===== config.mk =====
export PLATFORM = sky130hd
export DESIGN_NAME = serial_adder_nbit_flat
export DESIGN_NICKNAME = d
export VERILOG_FILES = /design/src/rtl/serial_adder_nbit_if.sv /design/src/rtl/serial_adder_nbit.sv /design/src/flat_wrapper.sv
export SDC_FILE = /design/constraint.sdc
export NUM_CORES = 1
export LEC_CHECK = 0
export CAP_MARGIN = 20
export CORE_MARGIN = 8
export CORE_UTILIZATION = 53
export DETAILED_ROUTE_END_ITERATION = 12
export PLACE_DENSITY = 0.83
export SLEW_MARGIN = 20
export SYNTH_ARGS = -nofsm -noshare
export SYNTH_HDL_FRONTEND = slang
export SYNTH_SLANG_ARGS = --single-unit

===== constraint.sdc =====
create_clock -name clk -period 3.7 [get_ports clk]
set_input_delay 0.74 -clock clk [delete_from_list [all_inputs] [get_ports clk]]
set_output_delay 0.74 -clock clk [all_outputs]
set_load 0.01 [all_outputs]

===== src/rtl/serial_adder_nbit_if.sv =====
// ============================================================================
//  Module      : serial_adder_nbit_if
//  Description : Handshake and operand/result bundle for serial_adder_nbit.
//                master : requester (drives start/a/b/cin, reads results)
//                slave  : adder     (reads start/a/b/cin, drives results)
//  Signals     : start, a[WIDTH], b[WIDTH], cin      requester -> adder
//                busy, done, sum[WIDTH], carry_out    adder -> requester
//                overflow                             only with ADDER_OVF_EN
//  Config      : `define ADDER_OVF_EN adds the overflow signal.
//  Revision    : 1.0  initial release
// ============================================================================
`default_nettype none

interface serial_adder_nbit_if #(
    parameter int WIDTH = 8
);
    logic             start;
    logic [WIDTH-1:0] a;
    logic [WIDTH-1:0] b;
    logic             cin;
    logic             busy;
    logic             done;
    logic [WIDTH-1:0] sum;
    logic             carry_out;
`ifdef ADDER_OVF_EN
    logic             overflow;

    modport master (output start, a, b, cin,
                    input  busy, done, sum, carry_out, overflow);
    modport slave  (input  start, a, b, cin,
                    output busy, done, sum, carry_out, overflow);
`else
    modport master (output start, a, b, cin,
                    input  busy, done, sum, carry_out);
    modport slave  (input  start, a, b, cin,
                    output busy, done, sum, carry_out);
`endif
endinterface

`default_nettype wire


===== src/rtl/serial_adder_nbit.sv =====
// ============================================================================
//  Module      : serial_adder_nbit
//  Description : Multi-cycle WIDTH-bit adder computing a + b + cin, DIGIT bits
//                per clock, least-significant digit first. Only DIGIT chained
//                full-adder cells exist; the carry is kept in a register
//                between digits. N = WIDTH/DIGIT edges per add.
//  Ports       : clk    rising-edge clock
//                rst_n  asynchronous active-low reset
//                bus    serial_adder_nbit_if.slave
//                       start/a/b/cin in; busy/done/sum/carry_out out
//                       (+ overflow with ADDER_OVF_EN)
//  Parameters  : WIDTH operand width (multiple of DIGIT), DIGIT bits per cycle
//  Config      : `define ADDER_OVF_EN adds a registered signed-overflow flag.
//  Revision    : 1.0  initial release
// ============================================================================
`default_nettype none

module serial_adder_nbit #(
    parameter int WIDTH = 8,
    parameter int DIGIT = 2
) (
    input  wire logic          clk,
    input  wire logic          rst_n,
    serial_adder_nbit_if.slave bus
);

    localparam int c_N  = WIDTH / DIGIT;
    localparam int c_CW = (c_N > 1) ? $clog2(c_N) : 1;
    localparam logic [c_CW-1:0] c_LAST = c_CW'(c_N - 1);

    typedef enum logic [1:0] {
        S_IDLE = 2'd0,
        S_RUN  = 2'd1,
        S_DONE = 2'd2
    } state_t;

    state_t           r_state;
    state_t           w_next;
    logic [WIDTH-1:0] r_a;
    logic [WIDTH-1:0] r_b;
    logic [WIDTH-1:0] r_sum;
    logic             r_carry;
    logic [c_CW-1:0]  r_cnt;

    logic             w_accept;
    logic             w_last;
    logic [DIGIT-1:0] w_ds;
    logic [DIGIT:0]   w_c;

    // Operands are only taken when not mid-add; a start during RUN is dropped.
    assign w_accept = bus.start && (r_state != S_RUN);
    assign w_last   = (r_state == S_RUN) && (r_cnt == c_LAST);

    // ------------------------------------------------------------------
    // Digit cell: DIGIT chained full adders on the low bits of the
    // shifting operand registers, carry-in from the carry register.
    // ------------------------------------------------------------------
    assign w_c[0] = r_carry;

    generate
        for (genvar gi = 0; gi < DIGIT; gi++) begin : g_fa
            assign w_ds[gi]   = r_a[gi] ^ r_b[gi] ^ w_c[gi];
            assign w_c[gi+1]  = (r_a[gi] & r_b[gi]) | (w_c[gi] & (r_a[gi] ^ r_b[gi]));
        end
    endgenerate

    // ------------------------------------------------------------------
    // FSM
    // ------------------------------------------------------------------
    always_ff @(posedge clk or negedge rst_n) begin
        if (!rst_n) begin
            r_state <= S_IDLE;
        end else begin
            r_state <= w_next;
        end
    end

    always_comb begin
        w_next = r_state;
        case (r_state)
            S_IDLE:  if (bus.start) w_next = S_RUN;
            S_RUN:   if (r_cnt == c_LAST) w_next = S_DONE;
            S_DONE:  if (bus.start) w_next = S_RUN;
            default: w_next = S_IDLE;
        endcase
    end

    // ------------------------------------------------------------------
    // Datapath: operands shift right one digit per RUN edge while result
    // digits enter the sum register from the top, so after N edges the
    // sum register holds the full result in natural order.
    // ------------------------------------------------------------------
    always_ff @(posedge clk or negedge rst_n) begin
        if (!rst_n) begin
            r_a     <= '0;
            r_b     <= '0;
            r_sum   <= '0;
            r_carry <= 1'b0;
            r_cnt   <= '0;
        end else if (w_accept) begin
            r_a     <= bus.a;
            r_b     <= bus.b;
            r_carry <= bus.cin;
            r_cnt   <= '0;
        end else if (r_state == S_RUN) begin
            r_a     <= r_a >> DIGIT;
            r_b     <= r_b >> DIGIT;
            r_carry <= w_c[DIGIT];
            r_sum   <= (r_sum >> DIGIT) | (WIDTH'(w_ds) << (WIDTH - DIGIT));
            // Counter parks on the last digit rather than wrapping.
            if (!w_last) begin
                r_cnt <= r_cnt + c_CW'(1);
            end
        end
    end

`ifdef ADDER_OVF_EN
    logic r_ovf;

    // On the last digit, w_c[DIGIT-1] is the carry into bit WIDTH-1.
    always_ff @(posedge clk or negedge rst_n) begin
        if (!rst_n) begin
            r_ovf <= 1'b0;
        end else if (w_accept) begin
            r_ovf <= 1'b0;
        end else if (w_last) begin
            r_ovf <= w_c[DIGIT] ^ w_c[DIGIT-1];
        end
    end

    assign bus.overflow = r_ovf;
`endif

    assign bus.busy      = (r_state == S_RUN);
    assign bus.done      = (r_state == S_DONE);
    assign bus.sum       = r_sum;
    assign bus.carry_out = r_carry;

endmodule

`default_nettype wire


===== src/flat_wrapper.sv =====
// flat-port wrapper written by rule: the top's interface ports become plain ports
module serial_adder_nbit_flat 
#(
    parameter int WIDTH = 8,
    parameter int DIGIT = 2
)
  (clk, rst_n, bus_start, bus_a, bus_b, bus_cin, bus_busy, bus_done, bus_sum, bus_carry_out);
  serial_adder_nbit_if #(.WIDTH(WIDTH)) bus_i ();
  input  wire logic clk;
  input  wire logic rst_n;
  input wire logic [$bits(bus_i.start)-1:0] bus_start;
  input wire logic [$bits(bus_i.a)-1:0] bus_a;
  input wire logic [$bits(bus_i.b)-1:0] bus_b;
  input wire logic [$bits(bus_i.cin)-1:0] bus_cin;
  output wire logic [$bits(bus_i.busy)-1:0] bus_busy;
  output wire logic [$bits(bus_i.done)-1:0] bus_done;
  output wire logic [$bits(bus_i.sum)-1:0] bus_sum;
  output wire logic [$bits(bus_i.carry_out)-1:0] bus_carry_out;
  assign bus_i.start = bus_start;
  assign bus_i.a = bus_a;
  assign bus_i.b = bus_b;
  assign bus_i.cin = bus_cin;
  assign bus_busy = bus_i.busy;
  assign bus_done = bus_i.done;
  assign bus_sum = bus_i.sum;
  assign bus_carry_out = bus_i.carry_out;
  serial_adder_nbit #(.WIDTH(WIDTH), .DIGIT(DIGIT)) u_core (.clk(clk), .rst_n(rst_n), .bus(bus_i));
endmodule

==> results.tsv, run 1 <==
metric	value	unit
Finished Layout Cells	189	
flip-flops with a built-in enable	0	
max incr delay on CP	630	ps
nonclk buf count	32	
RSZ-0062 raised after global routing	false	
Reg area	726	µm²
Clock group	178	µW
Clk network pwr share	0.135	
Antenna diodes	0	
Max clock buf depth	2	
Avg Vias per Cell	5.06	
DRT Pass-1 Iters	4	
most common logic cells in the final layout	clkdlybuf4s50_1 (30), dfrtp_1 (29), nand2_1 (25)	
CP Class	flip-flop to output port	
Slew @ Worst Pin	599	ps
CTS clk-pin slew, worst paths	90	ps
fp util	0.564	
outcome	complete, no violations	
Area leader share	0.515	
GRT met1 Usage	0.152	
CORE AREA	2500	µm²
first-pass GRT wire length	4.48	mm
MUX share of area	0.121	
latest clock arrival within the worst-skew pair	330	ps
-- run 1: stage by stage --
| step | utilization | area, µm² |
|---|---|---|
| after global routing | 0.687 | 1720 |
| after CTS | 0.687 | 1720 |
| after detailed placement | 0.668 | 1670 |
| after floorplan | - | 1410 |
| after global placement | 0.668 | 1670 |
| final | 0.687 | 1720 |
-- run 1: final timing paths --
| check | slack (ps) | cells after the start | to |
|---|---|---|---|
| max reg2reg | 2100 | 3 | u_core.r_b[3] |
| max | 720 | 3 | bus_busy |
| max in group asynchronous | 2650 | 2 | u_core.r_a[7] |
| min | 480 | 2 | u_core.r_a[1] |
| min in group asynchronous | 790 | 2 | u_core.bus.sum[4] |
| min reg2reg | 480 | 2 | u_core.r_a[1] |
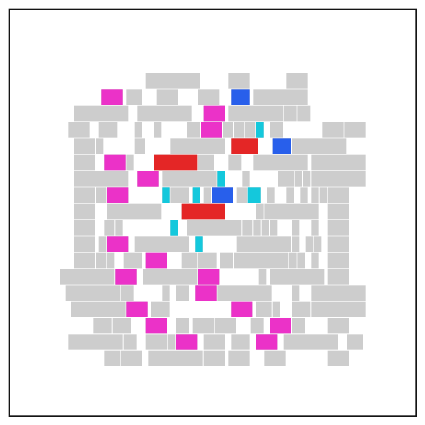
Fig. 1. Gate families picked out (run 1).
Scale: 6 px per µm.
| family | color | cells |
|---|---|---|
| mux cells | magenta | 17 |
| fa/ha/maj cells | red | 3 |
| non-inverting ao/oa cells | blue | 3 |
| inv cells | cyan | 7 |

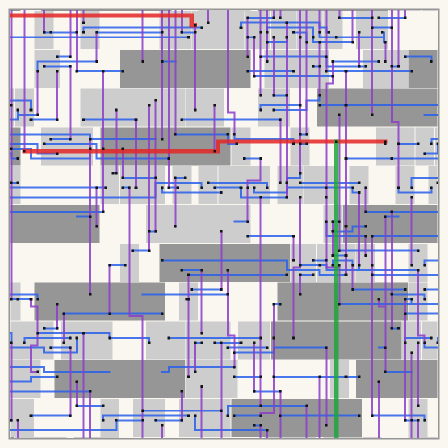
Fig. 2. Layout detail (run 1).
Region (19, 19) to (49, 49) µm. Cells in gray, sequential cells in the stronger gray; small squares are vias.
| layer | color |
|---|---|
| M1 | blue |
| M4 | green |
| M2 | purple |
| M3 | red |
netlist names of flops here include: u_core.bus.sum (4), u_core.r_a (4), u_core.r_b (2)
sequential cells in the window: 12
most frequent: nand2_1 (15), dfrtp_1 (12)
cells with their middle in the window: 68

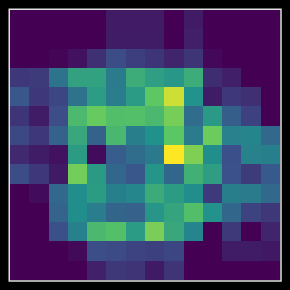
Fig. 3. Signal metal coverage by tile (run 1).
Scale: 4 px per µm. The die is cut into 14 by 14 equal tiles; dark purple is low, yellow is high, scaled to the fullest tile. Values are wire area over tile area, all layers added.
emptiest ninth of the die: top right
mean over tiles: 0.092
fullest tile: 0.35
densest ninth of the die: middle
nearly empty tiles: 26%

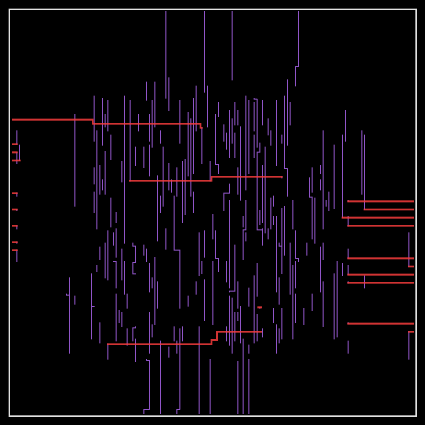
Fig. 4. Signal wires by layer (run 1).
Scale: 6 px per µm. Only two layers are drawn.
| layer | color | wire length |
|---|---|---|
| M2 | purple | 1240 µm |
| M3 | red | 179 µm |

--- run 2 (diff from run 1) ---
--- a/config.mk
+++ b/config.mk
@@ -7,9 +7,9 @@
 export LEC_CHECK = 0
 export CAP_MARGIN = 20
 export CORE_MARGIN = 8
-export CORE_UTILIZATION = 53
+export CORE_UTILIZATION = 49
 export DETAILED_ROUTE_END_ITERATION = 12
-export PLACE_DENSITY = 0.83
+export PLACE_DENSITY = 0.78
 export SLEW_MARGIN = 20
 export SYNTH_ARGS = -nofsm -noshare
 export SYNTH_HDL_FRONTEND = slang
==> constraint.sdc (replaced) <==
create_clock -name clk -period 2.78 [get_ports clk]
set_input_delay 0.556 -clock clk [delete_from_list [all_inputs] [get_ports clk]]
set_output_delay 0.556 -clock clk [all_outputs]
set_load 0.01 [all_outputs]
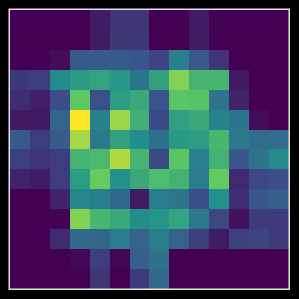
Fig. 5. Signal metal coverage by tile (run 2).
Scale: 4 px per µm. The die is cut into 14 by 14 equal tiles; dark purple is low, yellow is high, scaled to the fullest tile. Values are wire area over tile area, all layers added.
GRT Total Usage: 0.120
final wirelength: 2.68 mm
vias after detailed routing: 971
WL/cell: 13.9 µm

==> run 2 against run 1 <==
Sequential share of layout area shrank 1.3 points; sequential power grew 33%; design area grew 3.1%; clock power grew 98%; first-iteration DRC count shrank 63%; synthesized cell count is the same; clock-buffer cell count shrank 1; critical path depth is the same; hold slack gained 5.2 ps; critical path type unchanged; critical endpoint unchanged.
==> results.tsv, run 2 <==
metric	value	unit	change
nonclk buf count	34		was 32
seq_cells	29		unchanged
worst r2r dst	u_core.bus.sum[7]		was u_core.r_b[3]
Max Clock Freq	485	MHz	
R2R setup slack	1230	ps	was 2100 ps
flip-flops with a built-in enable	0		unchanged
most common cell in the synthesized netlist	dfrtp_1		unchanged
Hold Path Depth	2		unchanged
r2r worst-path depth	4		was 3
die area	4850	µm²	was 4570 µm²
DIE HEIGHT	69.6	µm	was 67.6 µm
cell area after synthesis	1410	µm²	unchanged
Slew @ Worst Pin	448	ps	was 599 ps
# resized after CTS	0		unchanged
Area after DPL	1690	µm²	was 1670 µm²
Area leader share	0.515		unchanged
CP Class	flip-flop to output port		unchanged
Slew HR	0.702		was 0.601
first-pass GRT wire length	4.78	mm	was 4.48 mm
Max clock buf depth	2		unchanged
CORE AREA	2760	µm²	was 2500 µm²
Finished Layout Cells	192		was 189
max incr delay on CP	520	ps	was 630 ps
outcome	complete, no violations		unchanged
latest clock arrival within the worst-skew pair	320	ps	was 330 ps
PwrDens	1070	nW/µm²	was 768 nW/µm²
CP Launch Type	flip-flop		unchanged
Post-Route Utilization	0.642		was 0.687
Reg area	726	µm²	unchanged
metal2 WL	1.35	mm	was 1.24 mm
RSZ-0062 raised after global routing	false		unchanged
Antenna diodes	0		unchanged
CTS clk-pin slew, worst paths	90	ps	about the same
most common logic cells in the final layout	clkdlybuf4s50_1 (30), dfrtp_1 (29), nand2_1 (25)		unchanged
DRT Pass-1 Iters	4		unchanged
GRT Max-Usage Layer	met2		unchanged
Ys Warns	0		unchanged
Hold EP	u_core.bus.sum[0]		was u_core.r_a[1]
clock sink count	29		unchanged
nets@finish	183		was 181
GRT met1 Usage	0.131		was 0.152
Avg Vias per Cell	5.06		about the same
crit path to	bus_busy		unchanged
first-iteration detailed-routing DRC count	25		was 68
Synth top cells by count	dfrtp_1 (29), nand2_1 (25), mux2i_1 (17)		unchanged
WP depth	3		unchanged
Hold WC Path Type	flip-flop to flip-flop		unchanged
ys flops	29		unchanged
fin area	1770	µm²	was 1720 µm²
fp util	0.511		was 0.564
run 2: cell types whose count changed in the layout (fill, tap and decap cells not counted), sizes merged:
cell,delta
buf,+2
bufinv,+1
clkbuf,-1
run 2: logic make-up (layout without fill, tap and decap cells):
logic type | count (synthesis) | count (layout) | synth area share
and+or+nand+nor | 44 | 44 | 0.139
muxes | 17 | 17 | 0.121
buffers and inverters | 15 | 49 | 0.0870
DFF | 29 | 29 | 0.515
AOI/OAI and AO/OA | 19 | 19 | 0.101
adders and majority gates | 3 | 3 | 0.0373
run 2: worst reg2reg max path: stages (launching register included):
cell and delay, ps:
dfrtp_1 360, inv_1 80, fa_1 430, fa_1 490, o21ai_0 80
run 2: where the power goes:
part / switching [mW] / internal, mW
Sequential: 0.115 / 0.606
Clock: 0.138 / 0.215
Combinational: 0.445 / 0.381
--- run 3 (diff from run 2) ---
==> constraint.sdc (replaced) <==
create_clock -name clk -period 2.05 [get_ports clk]
set_input_delay 0.41 -clock clk [delete_from_list [all_inputs] [get_ports clk]]
set_output_delay 0.41 -clock clk [all_outputs]
set_load 0.01 [all_outputs]
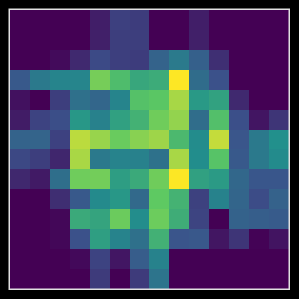
Fig. 6. Signal metal coverage by tile (run 3).
Scale: 4 px per µm. The die is cut into 14 by 14 equal tiles; dark purple is low, yellow is high, scaled to the fullest tile. Values are wire area over tile area, all layers added.
tiles over half the peak: 22%
nearly empty tiles: 31%
mean over tiles: 0.085
emptiest ninth of the die: top right
fullest tile: 0.30

==> run 3 against run 2 <==
Clock power shrank 4%; largest power group unchanged; critical endpoint unchanged; critical path type unchanged; sequential share of layout area grew 0.71 points; design area shrank 1.7%; flip-flop count is the same; register-to-register slack lost 700 ps; largest cell class unchanged; final cell count shrank 0.52%; synthesized cell count is the same.
==> results.tsv, run 3 <==
metric	value	unit	change
worst r2r dst	u_core.bus.sum[7]		unchanged
final wirelength	2.59	mm	was 2.68 mm
Antenna diodes	0		unchanged
Slew @ Worst Pin	445	ps	was 448 ps
part of the power in registers	0.402		was 0.379
vias after detailed routing	988		was 971
RSZ-0062 raised after global routing	false		unchanged
Complex Gates by Area	0.101		unchanged
GRT Max-Usage Layer	met2		unchanged
cell area after synthesis	1410	µm²	unchanged
outcome	complete, no violations		unchanged
Area after DPL	1690	µm²	unchanged
nets@finish	183		unchanged
P_sw	929	µW	was 697 µW
Reg area	726	µm²	unchanged
fin area	1740	µm²	was 1770 µm²
latest clock arrival within the worst-skew pair	320	ps	about the same
DIE HEIGHT	69.6	µm	unchanged
Net Sw Frac	0.383		was 0.367
post-synthesis xor/xnor area fraction	0		unchanged
clock sink count	29		unchanged
CORE AREA	2760	µm²	unchanged
most common cell in the synthesized netlist	dfrtp_1		unchanged
Gate power share	0.458		was 0.435
adder share	0.0373		unchanged
Avg Vias per Cell	5.17		was 5.06
ys flops	29		unchanged
fp util	0.511		unchanged
comb area leader	simple AND/OR/NAND/NOR gates		unchanged
first-pass GRT wire length	4.58	mm	was 4.78 mm
Slew HR	0.703		was 0.702
Max power group	combinational logic		unchanged
# resized after CTS	0		unchanged
Combinational Power	1.11	mW	was 825 µW
Synth top cells by count	dfrtp_1 (29), nand2_1 (25), mux2i_1 (17)		unchanged
CP Class	flip-flop to output port		unchanged
CP Launch Type	flip-flop		unchanged
r2r worst-path depth	4		unchanged
CTS clk-pin slew, worst paths	90	ps	about the same
WL/cell	13.6	µm	was 13.9 µm
MUX share of area	0.121		unchanged
R2R setup slack	530	ps	was 1230 ps
nonclk buf count	34		unchanged
die area	4850	µm²	unchanged
Pint	1.50	mW	was 1.20 mW
DRT Pass-1 Iters	4		unchanged
-- run 3: cell count changes in the layout (fill, tap and decap cells not counted), sizes merged --
cell and change:
bufinv -1
-- run 3: through the flow --
step           hold slack (ps)  utilization
3_3_place_gp               456        0.611
3_5_place_dp               466        0.611
6_report                   454        0.631
4_1_cts                    469        0.631
2_1_floorplan              114            -
5_1_grt                    494        0.631
-- run 3: critical path: stages (launching register included) --
cell and delay [ps]:
dfrtp_1 380, nand2b_1 190, inv_4 70, clkdlybuf4s50_1 530
-- run 3: logic make-up after synthesis --
logic type,Yosys count
and+or+nand+nor,44
muxes,17
adders and majority gates,3
buffers and inverters,15
DFF,29
AOI/OAI and AO/OA,19
Power and IR drop assume default switching activity.
